run_1/ff_map.png
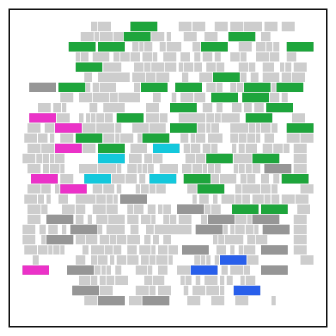
run_1/pinout.png
Pins as bars across the die edge, other pins in gray.
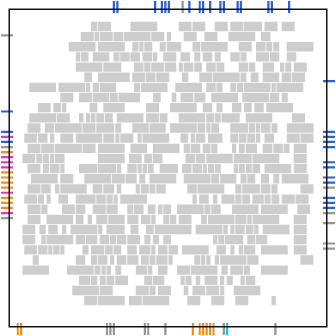
run_1/layers.png
The bar under the picture is 20 um long.
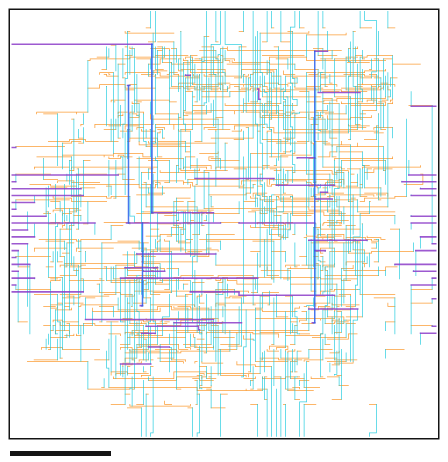
run_1/clock_nets.png
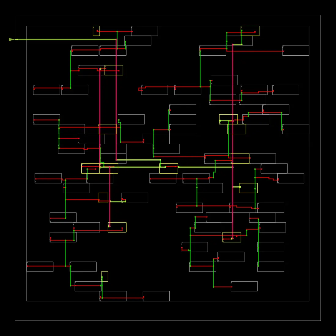
===== config.mk =====
export PLATFORM = sky130hd
export DESIGN_NAME = hack_ctrl_fsm
export DESIGN_NICKNAME = d
export VERILOG_FILES = /design/src/rtl/hack_ctrl_fsm.sv
export SDC_FILE = /design/constraint.sdc
export NUM_CORES = 1
export LEC_CHECK = 0
export CAP_MARGIN = 10
export CORE_MARGIN = 3
export CORE_UTILIZATION = 52
export CTS_BUF_LIST = sky130_fd_sc_hd__clkbuf_8
export CTS_CLUSTER_DIAMETER = 150
export DETAILED_ROUTE_END_ITERATION = 10
export GPL_ROUTABILITY_DRIVEN = 1
export PLACE_DENSITY = 0.82
export SYNTH_ARGS = -nofsm -noshare
export SYNTH_HDL_FRONTEND = slang
export SYNTH_SLANG_ARGS = --single-unit

===== constraint.sdc =====
create_clock -name clk -period 2.4 [get_ports clk]
set_input_delay 0.48 -clock clk [delete_from_list [all_inputs] [get_ports clk]]
set_output_delay 0.48 -clock clk [all_outputs]
set_load 0.02 [all_outputs]

===== src/rtl/hack_ctrl_fsm.sv =====
// hack_ctrl_fsm: multi-cycle control unit for the Hack CPU.
// Sequences FETCH -> DECODE -> [MEM_RD] -> [MEM_WR] -> EXEC with req/ready
// handshakes to instruction and data memory, a bounded wait timeout that
// traps into an absorbing ERR state, and a retired-instruction counter.
// Optional build macro: HACK_ILLEGAL_TRAP_EN traps C-instructions whose
// IR[14:13] != 2'b11 into ERR and raises a sticky 'illegal' flag.
module hack_ctrl_fsm #(
    parameter int unsigned DATA_W   = 16,
    parameter int unsigned WAIT_MAX = 15,
    parameter int unsigned RET_W    = 32
) (
    input  logic              clk,
    input  logic              rst_n,
    input  logic [DATA_W-1:0] instr,
    output logic              imem_req,
    input  logic              imem_ready,
    output logic              dmem_req,
    input  logic              dmem_ready,
    input  logic              Zy,
    input  logic              Cy,
    output logic              ir_load,
    output logic              a,
    output logic [5:0]        alu_ctl,
    output logic              a_from_instr,
    output logic              we_a,
    output logic              we_d,
    output logic              we_m,
    output logic              PC_e,
    output logic              pc_inc,
    output logic              bus_err,
    output logic              illegal,
    output logic [RET_W-1:0]  retired
);

    localparam int unsigned WAIT_W = (WAIT_MAX < 2) ? 1 : $clog2(WAIT_MAX + 1);
    localparam logic [WAIT_W-1:0] WAIT_LIM = WAIT_W'(WAIT_MAX);

    typedef enum logic [2:0] {
        S_FETCH,
        S_DECODE,
        S_MEM_RD,
        S_MEM_WR,
        S_EXEC,
        S_ERR
    } state_t;

    state_t            r_state;

    // decoded instruction fields kept for the life of the instruction
    logic              r_is_c;
    logic [2:0]        r_dst;
    logic [2:0]        r_jmp;

    logic [WAIT_W-1:0] r_wait_cnt;

    logic              r_imem_req;
    logic              r_dmem_req;
    logic              r_ir_load;
    logic              r_a;
    logic [5:0]        r_alu_ctl;
    logic              r_a_from_instr;
    logic              r_we_a;
    logic              r_we_d;
    logic              r_we_m;
    logic              r_pc_e;
    logic              r_pc_inc;
    logic              r_bus_err;
    logic [RET_W-1:0]  r_retired;

    logic              w_waiting;
    logic [WAIT_W-1:0] w_wait_next;
    logic              w_timeout;
    logic              w_jmp;
    logic              w_exec_we_a;
    logic              w_exec_we_d;
    logic              w_exec_afi;

`ifdef HACK_ILLEGAL_TRAP_EN
    logic [1:0]        r_ext;
    logic              r_illegal;
    logic              w_trap;
`endif

    // Bits above 15 carry no meaning for decode.
    if (DATA_W > 16) begin : g_wide
        logic w_unused_instr_hi;
        assign w_unused_instr_hi = ^instr[DATA_W-1:16];
    end

    // Handshake wait tracking and the EXEC-cycle controls derived from IR and flags
    always_comb begin
        w_waiting   = ((r_state == S_FETCH) && r_imem_req && !imem_ready) ||
                      (((r_state == S_MEM_RD) || (r_state == S_MEM_WR)) &&
                       r_dmem_req && !dmem_ready);
        w_wait_next = r_wait_cnt + WAIT_W'(1);
        w_timeout   = (WAIT_MAX != 0) && w_waiting && (w_wait_next == WAIT_LIM);
        // ALU flags are sampled in the cycle that hands over to EXEC; the
        // ALU inputs (A/D/M and alu_ctl) are already stable at that point.
        w_jmp       = r_is_c & ((r_jmp[2] & Cy) | (r_jmp[1] & Zy) |
                                (r_jmp[0] & ~Cy & ~Zy));
        w_exec_we_a = r_is_c ? r_dst[2] : 1'b1;
        w_exec_we_d = r_is_c & r_dst[1];
        w_exec_afi  = ~r_is_c;
    end

`ifdef HACK_ILLEGAL_TRAP_EN
    assign w_trap = r_is_c && (r_ext != 2'b11);
`else
    logic w_unused_ext;
    assign w_unused_ext = ^instr[14:13];
`endif

    // Control FSM: state sequencing with all outputs registered
    always_ff @(posedge clk) begin
        if (!rst_n) begin
            r_state        <= S_FETCH;
            r_is_c         <= 1'b0;
            r_dst          <= '0;
            r_jmp          <= '0;
            r_wait_cnt     <= '0;
            r_imem_req     <= 1'b0;
            r_dmem_req     <= 1'b0;
            r_ir_load      <= 1'b0;
            r_a            <= 1'b0;
            r_alu_ctl      <= '0;
            r_a_from_instr <= 1'b0;
            r_we_a         <= 1'b0;
            r_we_d         <= 1'b0;
            r_we_m         <= 1'b0;
            r_pc_e         <= 1'b0;
            r_pc_inc       <= 1'b0;
            r_bus_err      <= 1'b0;
            r_retired      <= '0;
`ifdef HACK_ILLEGAL_TRAP_EN
            r_ext          <= '0;
            r_illegal      <= 1'b0;
`endif
        end else begin
            // single-cycle pulses default low
            r_ir_load      <= 1'b0;
            r_a_from_instr <= 1'b0;
            r_we_a         <= 1'b0;
            r_we_d         <= 1'b0;
            r_pc_e         <= 1'b0;
            r_pc_inc       <= 1'b0;

            if (w_waiting && (WAIT_MAX != 0)) begin
                r_wait_cnt <= w_wait_next;
            end

            if (w_timeout) begin
                r_state    <= S_ERR;
                r_bus_err  <= 1'b1;
                r_imem_req <= 1'b0;
                r_dmem_req <= 1'b0;
                r_we_m     <= 1'b0;
                r_a        <= 1'b0;
                r_alu_ctl  <= '0;
            end else begin
                case (r_state)
                    S_FETCH: begin
                        if (!r_imem_req) begin
                            // first fetch after reset: raise the request
                            r_imem_req <= 1'b1;
                            r_wait_cnt <= '0;
                        end else if (imem_ready) begin
                            r_imem_req <= 1'b0;
                            r_ir_load  <= 1'b1;
                            r_is_c     <= instr[15];
                            r_dst      <= instr[5:3];
                            r_jmp      <= instr[2:0];
                            r_a        <= instr[15] & instr[12];
                            r_alu_ctl  <= instr[15] ? instr[11:6] : 6'b000000;
`ifdef HACK_ILLEGAL_TRAP_EN
                            r_ext      <= instr[14:13];
`endif
                            r_state    <= S_DECODE;
                        end
                    end

                    S_DECODE: begin
`ifdef HACK_ILLEGAL_TRAP_EN
                        if (w_trap) begin
                            r_illegal <= 1'b1;
                            r_a       <= 1'b0;
                            r_alu_ctl <= '0;
                            r_state   <= S_ERR;
                        end else
`endif
                        if (r_is_c && r_a) begin
                            r_dmem_req <= 1'b1;
                            r_we_m     <= 1'b0;
                            r_wait_cnt <= '0;
                            r_state    <= S_MEM_RD;
                        end else if (r_is_c && r_dst[0]) begin
                            r_dmem_req <= 1'b1;
                            r_we_m     <= 1'b1;
                            r_wait_cnt <= '0;
                            r_state    <= S_MEM_WR;
                        end else begin
                            r_we_a         <= w_exec_we_a;
                            r_we_d         <= w_exec_we_d;
                            r_a_from_instr <= w_exec_afi;
                            r_pc_e         <= w_jmp;
                            r_pc_inc       <= ~w_jmp;
                            r_retired      <= r_retired + RET_W'(1);
                            r_state        <= S_EXEC;
                        end
                    end

                    S_MEM_RD: begin
                        if (dmem_ready) begin
                            if (r_dst[0]) begin
                                r_we_m     <= 1'b1;
                                r_wait_cnt <= '0;
                                r_state    <= S_MEM_WR;
                            end else begin
                                r_dmem_req     <= 1'b0;
                                r_we_a         <= w_exec_we_a;
                                r_we_d         <= w_exec_we_d;
                                r_a_from_instr <= w_exec_afi;
                                r_pc_e         <= w_jmp;
                                r_pc_inc       <= ~w_jmp;
                                r_retired      <= r_retired + RET_W'(1);
                                r_state        <= S_EXEC;
                            end
                        end
                    end

                    S_MEM_WR: begin
                        // A/D writes wait until EXEC so M gets the result of the old A/D
                        if (dmem_ready) begin
                            r_dmem_req     <= 1'b0;
                            r_we_m         <= 1'b0;
                            r_we_a         <= w_exec_we_a;
                            r_we_d         <= w_exec_we_d;
                            r_a_from_instr <= w_exec_afi;
                            r_pc_e         <= w_jmp;
                            r_pc_inc       <= ~w_jmp;
                            r_retired      <= r_retired + RET_W'(1);
                            r_state        <= S_EXEC;
                        end
                    end

                    S_EXEC: begin
                        r_imem_req <= 1'b1;
                        r_wait_cnt <= '0;
                        r_state    <= S_FETCH;
                    end

                    S_ERR: begin
                        r_imem_req <= 1'b0;
                        r_dmem_req <= 1'b0;
                        r_we_m     <= 1'b0;
                        r_state    <= S_ERR;
                    end

                    default: begin
                        r_state <= S_ERR;
                    end
                endcase
            end
        end
    end

    assign imem_req     = r_imem_req;
    assign dmem_req     = r_dmem_req;
    assign ir_load      = r_ir_load;
    assign a            = r_a;
    assign alu_ctl      = r_alu_ctl;
    assign a_from_instr = r_a_from_instr;
    assign we_a         = r_we_a;
    assign we_d         = r_we_d;
    assign we_m         = r_we_m;
    assign PC_e         = r_pc_e;
    assign pc_inc       = r_pc_inc;
    assign bus_err      = r_bus_err;
    assign retired      = r_retired;
`ifdef HACK_ILLEGAL_TRAP_EN
    assign illegal      = r_illegal;
`else
    assign illegal      = 1'b0;
`endif

endmodule


==> impl_metrics.ini, run 1 <==
; yosys + openroad results
[outcome]
outcome = completed

[sta]
hold_violations = 0
fin_tns_setup_ps = 0
fin_crit_sh_pct = 87.3
final.min_clock_period_ps = 2100
hold_ws_ps = 438
layout_setup_ws_ps = 304
clock_skew_ps = 10.7
setup_viol = 0
max_slew_margin_pct = 61.2

[die]
core_area_um2 = 5960
ioPinCount = 72
die_w_um = 84.7
dieArea_um2 = 7170
die_h_um = 84.7
row_count = 28

[pwr]
swShare_pct = 26.2
pwr-share-comb_pct = 11.7
ir_worst_vdd_v = 0.000489
p_clk_share_pct = 38.7
power_density_nw_per_um2 = 531
p_leak_nw = 1.39
intPower_mw = 1.64
power_mw = 2.22
switching_power_mw = 0.581

[synthesis]
most_common_cell = dfxtp_1
synth_top_area_share_pct = 39.2
xor_area_share_pct = 0.817
synth.cellmix.compoundShare_pct = 20.0
yosys_warnings = 0
ys_sh_mux_pct = 2.80
async_flop_share_pct = 0
ys_sh_simple_pct = 29.8
synthCells = 377
fp_nets = 402
ys_ff = 63
top_area_cell = dfxtp_1
yosys_most_used_dff = dfxtp_1
ys_seq_share_pct = 39.2
synth_area_um2 = 3220
yosys_area_um2 = 3220
logic_family = simple AND/OR/NAND/NOR gates
synth_adder_area_share_pct = 1.17
area_leaders = dfxtp_1 39%, a21oi_1 5.6%, nand2_1 5.5%, or4_1 3.5%, o31ai_1 3.3%

[drt]
drtAntennaViolNets = 0
drtIter0Drc = 139
wl_per_cell_um = 14.8
drt-total-wl_mm = 7.70
viasPerCell = 5.92
num_vias = 3086

[clocking]
cts_sinks = 63
cts_resized = 0
cts_buffer_depth = 2
postCtsHoldBufs = 0
numCtsBuffers = 9
cts_setup_buffers = 0
cts_tree = yes
cts.htree.levels = 3
clk_pin_slew_ps = 70

[setup_path]
required_ps = 2680
worstSetupEndpointType = register
cp_cell_sequence = ha_1 -> and3_1 -> nand4_1 -> or4_1 -> a21oi_1
critPathMaxStageDelay_ps = 610
critPathBufInv = 0
critPathKind = register to register
reg2reg_slack_ps = 300
cp_top_family = simple AND/OR/NAND/NOR gates
crit_arrival_ps = 2380
start_kind = register
worst-path-max-fanout = 12

[global_routing]
grt_pass1_vias = 2840
grt-ovfl-total = 0
grt_pass1_wl_mm = 13.3
grt_antenna_before_repair = 0
grt_max_degree = 28
grtUsageTotal_pct = 22.6

[finish]
antennaDiodeCount = 0
finalInstanceArea_um2 = 4180
layout.cells.non_filler = 521
post_route_cells_drive_above_1_share_pct = 10.8
synthToLayoutAreaGrowth_pct = 29.9
finish.utilization_pct = 70.1
final_common_cell = clkdlybuf4s50_1

[placed_design]
port_buffers = 68
globalplace.congestion = 0.895
place_ws_ps = 42.7

[flow_run]
warning_count = 29
cap_viol_max_count = 0
-- ff_map.png (at the start) --
- cyan: r_wait_cnt (placed flops 4; where middle)
- blue: r_jmp (placed flops 3)
- green: retired (placed flops 32)
- magenta: alu_ctl (placed flops 6; where left middle)
- not colored: 18

-- pinout.png (at the start) --
- cyan: Cy (pins 1; direction input; edge bottom)
- magenta: alu_ctl (pins 6; direction output; edge left)
- blue: retired (pins 32; direction output; edge 17 top, 12 right, 3 left)
- orange: instr (pins 16; direction input; edge 8 bottom, 8 left)
- all pins by edge: 20 left, 18 top, 17 bottom, 17 right

-- layers.png (at the start) --
- cyan: M2 (wire length 3680 um)
- orange: M1 (wire length 3420 um)
- purple: M3 (wire length 470 um)
- blue: M4 (wire length 131 um)

-- clock_nets.png (at the start) --
clk pwr: 0.859 mW
# clk buffers: 12

[run 1: registers in the layout (all words and copies together) (netlist names), 3 cells and up]
| register | flops |
|---|---|
| r_dst | 3 |
| retired | 32 |
| r_wait_cnt | 4 |
| alu_ctl | 6 |
| r_state | 3 |
| r_jmp | 3 |
[run 1: worst register-to-register path: cells and delay by family, from the launching register on]
kind                     cells  cell delay [ps]
AND-OR/OR-AND                1              140
adder cells (fa/ha/maj)      1              220
flip-flops                   1              440
AND/OR/NAND/NOR              3             1240
[run 1: path summary, 6_finish.rpt]
check	startpoint	end	cells past startpoint
setup / recovery	retired[0]$_SDFFE_PN0P_	retired[22]$_SDFFE_PN0P_	5
hold / removal	r_dst[1]$_SDFFE_PN0P_	we_d$_SDFF_PP0_	2
setup reg to reg	retired[0]$_SDFFE_PN0P_	retired[22]$_SDFFE_PN0P_	5
hold reg to reg	r_dst[1]$_SDFFE_PN0P_	we_d$_SDFF_PP0_	2
[run 1: layout make-up]
class	instances	area [um2]
multi-input cells	272	1780
fillers	484	1780
clock inverters	3	17.5
inverters	11	41.3
flip-flops and latches	63	1260
repair buffers	85	821
clock buffers	12	165
well taps	75	93.8
[run 1: kinds of logic after synthesis]
family                   count (synthesis)
adder cells (fa/ha/maj)                  3
multiplexers                             9
flip-flops                              63
other                                    1
XOR/XNOR                                 3
AND/OR/NAND/NOR                        159
AND-OR/OR-AND                           97
buffers and inverters                   42
[run 1: layer usage]
layer	routed length (um)	global-route usage [%]	share of wire, %	vias to the layer above
li1	-	-	-	1531
met1	3420	29.6	44	1447
met5	0	0	0	-
met4	130	9.06	1.7	0
met3	469	5.20	6.1	11
met2	3680	36.2	48	97
==> run 2: changes to the inputs <==
Settings changed: CORE_UTILIZATION 52 to 65, DONT_BUFFER_PORTS from default to 1, PLACE_DENSITY 0.82 to 0.81.
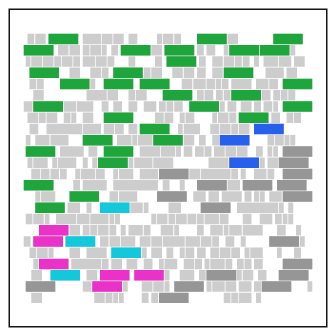
run_2/ff_map.png
- blue: r_jmp (placed flops 3)
- magenta: alu_ctl (placed flops 6; where bottom left)
- cyan: r_wait_cnt (placed flops 4; where bottom left)
- green: retired (placed flops 32)

==> run 2 against run 1 <==
Effect of this change:
- count of clock-buffer cells in the layout decreased by 3
- via count decreased by 9.4%
- setup slack improved by 1.5 ps
- sequential power about the same
- clock power increased by 4.1%
- largest cell class unchanged
- highest routed layer unchanged
==> impl_metrics.ini, run 2 <==
; yosys + openroad results
[outcome]
outcome = completed

[setup_path]
cp_top_family = simple AND/OR/NAND/NOR gates
worst-path-max-fanout = 54
critPathBufInv = 2
start_kind = register
worstSetupEndpointType = register

[die]
row_count = 24
dieArea_um2 = 5830
die_w_um = 76.4

[pwr]
switching_power_mw = 0.572
power_mw = 2.19
swShare_pct = 26.2

[clocking]
cts_setup_buffers = 0
cts_buffer_depth = 2
cts_tree = yes
postCtsHoldBufs = 0
numCtsBuffers = 9
cts_resized = 0
cts.htree.levels = 3

[global_routing]
grtUsageTotal_pct = 25.1
grt.busiest_layer = met2
grt_pass1_vias = 2505

[flow_run]
warning_count = 29
cap_viol_max_count = 0

[synthesis]
ys_seq_share_pct = 39.2
ys_sh_mux_pct = 2.80
async_flop_share_pct = 0
ys_sh_simple_pct = 29.8
synth_adder_area_share_pct = 1.17
synth_area_um2 = 3220
fp_nets = 402
yosys_most_used_dff = dfxtp_1

[finish]
finalInstanceArea_um2 = 3500
final_common_cell = dfxtp_1
post_route_cells_drive_above_1_share_pct = 12.7
finish.utilization_pct = 76.8

[drt]
drtAntennaViolNets = 0
wl_met2_mm = 3.28

[placed_design]
globalplace.congestion = 0.869

[sta]
clock_skew_ps = 7.42
final.min_clock_period_ps = 2090
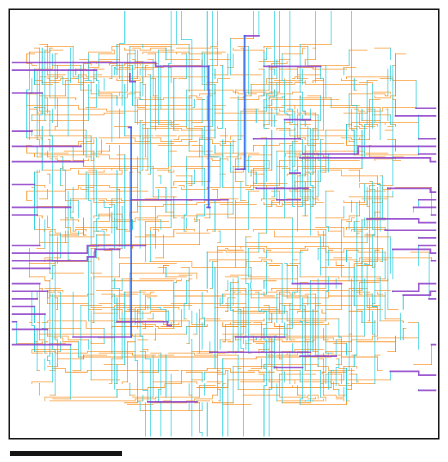
run_2/layers.png
The bar under the picture is 20 um long.
- cyan: M2 (wire length 3280 um)
- blue: M4 (wire length 86.4 um)
- purple: M3 (wire length 490 um)
- orange: M1 (wire length 3390 um)

-- run 2: netlist changes by cell type in the layout (fill, tap and decap cells not counted) --
cell / previous run / this run
buf_4: 16 / 14
bufinv_16: 0 / 1
clkbuf_8: 12 / 9
clkinv_4: 0 / 1
clkinvlp_4: 1 / 4
clkdlybuf4s50_1: 68 / 0
buf_12: 1 / 2
clkinv_2: 2 / 1
-- run 2: worst register-to-register path, stage by stage (launching register included) --
cell and delay, ps:
dfxtp_1 420, buf_4 220, nor2_2 220, a32oi_4 190, buf_12 250, or4_1 550
a21oi_1 170
-- run 2: cells by family (layout without fill, tap and decap cells) --
| group | after synthesis | count (layout) |
|---|---|---|
| other | 1 | 1 |
| adder cells (fa/ha/maj) | 3 | 3 |
| multiplexers | 9 | 9 |
| XOR/XNOR | 3 | 3 |
| AND/OR/NAND/NOR | 159 | 159 |
| AND-OR/OR-AND | 97 | 97 |
| buffers and inverters | 42 | 43 |
| flip-flops | 63 | 63 |
-- run 2: final cells by class --
class,count,area share (%)
tap,65,2.32
clock inverter,7,2.11
multi-input combinational,272,50.7
clock buffer,9,3.53
timing repair buffer,16,4.14
sequential,63,36.0
inverter,11,1.18
-- run 2: path summary, 6_finish.rpt --
| path | startpoint | end | slack [ps] | cells past startpoint |
|---|---|---|---|---|
| setup / recovery | r_state[1]$_SDFFE_PP0P_ | retired[21]$_SDFFE_PN0P_ | 310 | 6 |
| hold / removal | rst_n | bus_err$_SDFFE_PN0P_ | 270 | 1 |
| setup reg to reg | r_state[1]$_SDFFE_PP0P_ | retired[21]$_SDFFE_PN0P_ | 310 | 6 |
| hold reg to reg | r_dst[1]$_SDFFE_PN0P_ | we_d$_SDFF_PP0_ | 450 | 2 |
Power and IR drop assume default switching activity.
